congestion_map.png
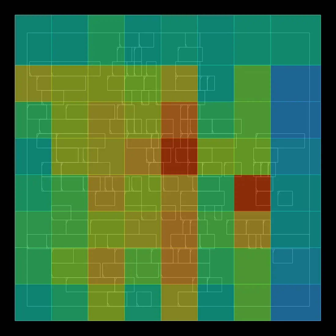
closeup.png
The bar under the picture is 5 µm long. Window x 33 to 53, y 33 to 53 µm. Cells in gray, sequential cells in the stronger gray; small squares are vias.
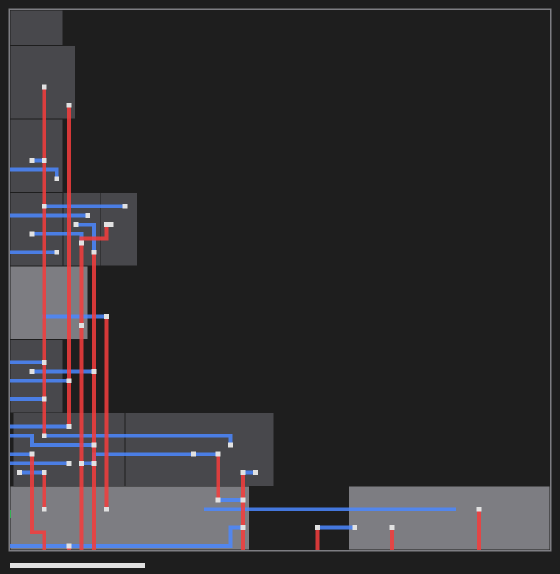
route_heat.png
The die is cut into 12 by 12 equal tiles; white is low, dark blue is high, scaled to the fullest tile. Values are wire area over tile area, all layers added.
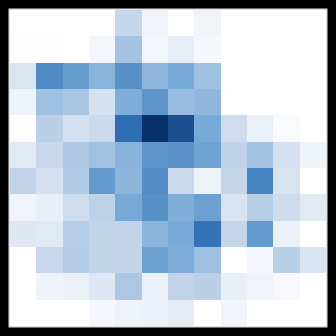
==> config.mk <==
export PLATFORM = sky130hd
export DESIGN_NAME = victim_way_selector
export DESIGN_NICKNAME = d
export VERILOG_FILES = /design/src/rtl/victim_way_selector.sv
export SDC_FILE = /design/constraint.sdc
export NUM_CORES = 1
export LEC_CHECK = 0
export ABC_CLOCK_PERIOD_IN_PS = 2300
export CELL_PAD_IN_SITES_DETAIL_PLACEMENT = 0
export CELL_PAD_IN_SITES_GLOBAL_PLACEMENT = 1
export CORE_MARGIN = 2
export CORE_UTILIZATION = 35
export DETAILED_ROUTE_END_ITERATION = 12
export GPL_ROUTABILITY_DRIVEN = 0
export PLACE_DENSITY = 0.74
export SETUP_SLACK_MARGIN = 0.2
export SLEW_MARGIN = 20
export SYNTH_ARGS = -nofsm -noshare
export SYNTH_HDL_FRONTEND = slang
export SYNTH_SLANG_ARGS = --single-unit
==> constraint.sdc <==
create_clock -name clk -period 2.3 [get_ports clk]
set_input_delay 0.23 -clock clk [delete_from_list [all_inputs] [get_ports clk]]
set_output_delay 0.23 -clock clk [all_outputs]
set_load 0.1 [all_outputs]
==> summary.rpt <==
PHYSICAL IMPLEMENTATION REPORT
----------------------------------------------------
[Yosys]
  Most instantiated flip-flop cell in the synthesis netlist ........................ sky130_fd_sc_hd__dfrtp_1
  Top post-synthesis cells by count ........................ 16 x sky130_fd_sc_hd__dfrtp_1, 10 x sky130_fd_sc_hd__nand2_1, 9 x sky130_fd_sc_hd__mux2_1, 8 x sky130_fd_sc_hd__inv_1, 6 x sky130_fd_sc_hd__ha_1
  Sequential fraction of the synthesis area ........................ 39.6%
  Main area contributors ........................ sky130_fd_sc_hd__dfrtp_1 40%, sky130_fd_sc_hd__mux2_1 10%, sky130_fd_sc_hd__ha_1 7.4%
  Max-area cell share ........................ 39.6%
  Synthesized instance count ........................ 94

[STA]
  Worst setup margin ........................ 0.474 ns
  Worst slew slack as a fraction of its limit ........................ 52.2%
  Worst hold margin ........................ 0.354 ns
  Timing-limited maximum frequency ........................ 0.548 GHz
  Setup repair after global routing missed its margin ........................ false
  Pin slew with the least headroom to its limit ........................ 0.715 ns
  Final TNS setup ........................ 0 ns

[Cells and area]
  Number of fillers in the final layout ........................ 265
  Fraction of layout instances using a drive strength above 1 ........................ 16.5%

[Clocking]
  Root buffer cell ........................ sky130_fd_sc_hd__clkbuf_4
  Sink count of the clock tree ........................ 16
  Clock-pin slew of the registers on the worst-case setup and hold paths ........................ 0.11 ns
  H-tree depth reported by CTS ........................ 1
  Post-CTS setup-driven buffer insertion count ........................ 0

[Route]
  First-pass detailed-route iteration total ........................ 3

[Job]
  Number of max-cap violations ........................ 0
  Number of warnings in the stage logs ........................ 33

[Global route]
  Vias in the first global route ........................ 799

[Placed design]
  Detailed placer's ending HPWL ........................ 1.65 mm
  DP Area ........................ 1200 µm²

[Status]
  Outcome ........................ completed

[Floorplanning]
  Initial core utilization ........................ 36.7%
  Horizontal die dimension ........................ 57.8 µm
  Die Size ........................ 3340 µm²

[Min path]
  HP Class ........................ input port to asynchronous set/reset pin

----------------------------------------------------
Back to the opening pictures, congestion_map.png:
layer with the highest usage after global routing: met2
GRT Overall Usage: 14.0%
M3 GR Usage: 4.24%

Back to the opening pictures, closeup.png:
[red] M2
[green] M3
[blue] M1
most frequent: inv_1 (2), dfrtp_1 (2)
cells with their middle in the window: 8
sequential cells in the window: 2

Back to the opening pictures, route_heat.png:
densest ninth of the die: center
nearly empty tiles: 27%
fullest tile: 0.43
tiles over half the peak: 13%
mean over tiles: 0.096
emptiest ninth of the die: upper right
sum of routed wire length over all layers: 2.07 mm
number of vias after detailed routing: 802

cell type report:
type / instances / area (µm²) / share of cell area (%)
sequential: 16 / 400 / 32.3
inverter: 8 / 30.0 / 2.42
timing repair buffer: 20 / 183 / 14.7
multi-input combinational: 67 / 551 / 44.4
tap: 31 / 38.8 / 3.13
clock buffer: 4 / 36.3 / 2.93
layer usage:
layer,up-vias,GRT usage [%],part of all wire (%)
li1,391,-,-
met1,394,18.6,44
met2,13,22.7,52
met3,4,4.24,3.6
met4,0,2.66,1.1
met5,-,0,0
worst max-delay path: stages, from the launching register on:
cell                       delay [ns]
sky130_fd_sc_hd__dfrtp_1         0.41
sky130_fd_sc_hd__inv_1           0.11
sky130_fd_sc_hd__ha_1            0.33
sky130_fd_sc_hd__nor2b_1         0.14
sky130_fd_sc_hd__a41oi_1         0.10
sky130_fd_sc_hd__or4b_1          0.55
sky130_fd_sc_hd__o311ai_1        0.08
cells in the final DEF (no fill, tap or decap), types with 3 or more instances in the layout:
| master | n |
|---|---|
| sky130_fd_sc_hd__nor2_1 | 4 |
| sky130_fd_sc_hd__clkdlybuf4s50_1 | 13 |
| sky130_fd_sc_hd__nand2_1 | 10 |
| sky130_fd_sc_hd__mux2_1 | 9 |
| sky130_fd_sc_hd__ha_1 | 5 |
| sky130_fd_sc_hd__clkbuf_4 | 3 |
| sky130_fd_sc_hd__buf_4 | 7 |
| sky130_fd_sc_hd__dfrtp_1 | 16 |
| sky130_fd_sc_hd__inv_1 | 8 |
metrics by stage:
step	utilization [%]
2_1_floorplan	-
3_3_place_gp	43.6
3_5_place_dp	43.6
4_1_cts	44.9
5_1_grt	44.9
6_report	44.9
cell families (layout without fill, tap and decap cells):
group / count (synthesis) / after routing / share of synthesized area, %
simple gates: 26 / 26 / 14.2
compound gates: 23 / 23 / 18.1
flops: 16 / 16 / 39.6
mux: 12 / 12 / 14.5
buf+inv: 11 / 32 / 6.30
fa+ha+maj: 6 / 6 / 7.42
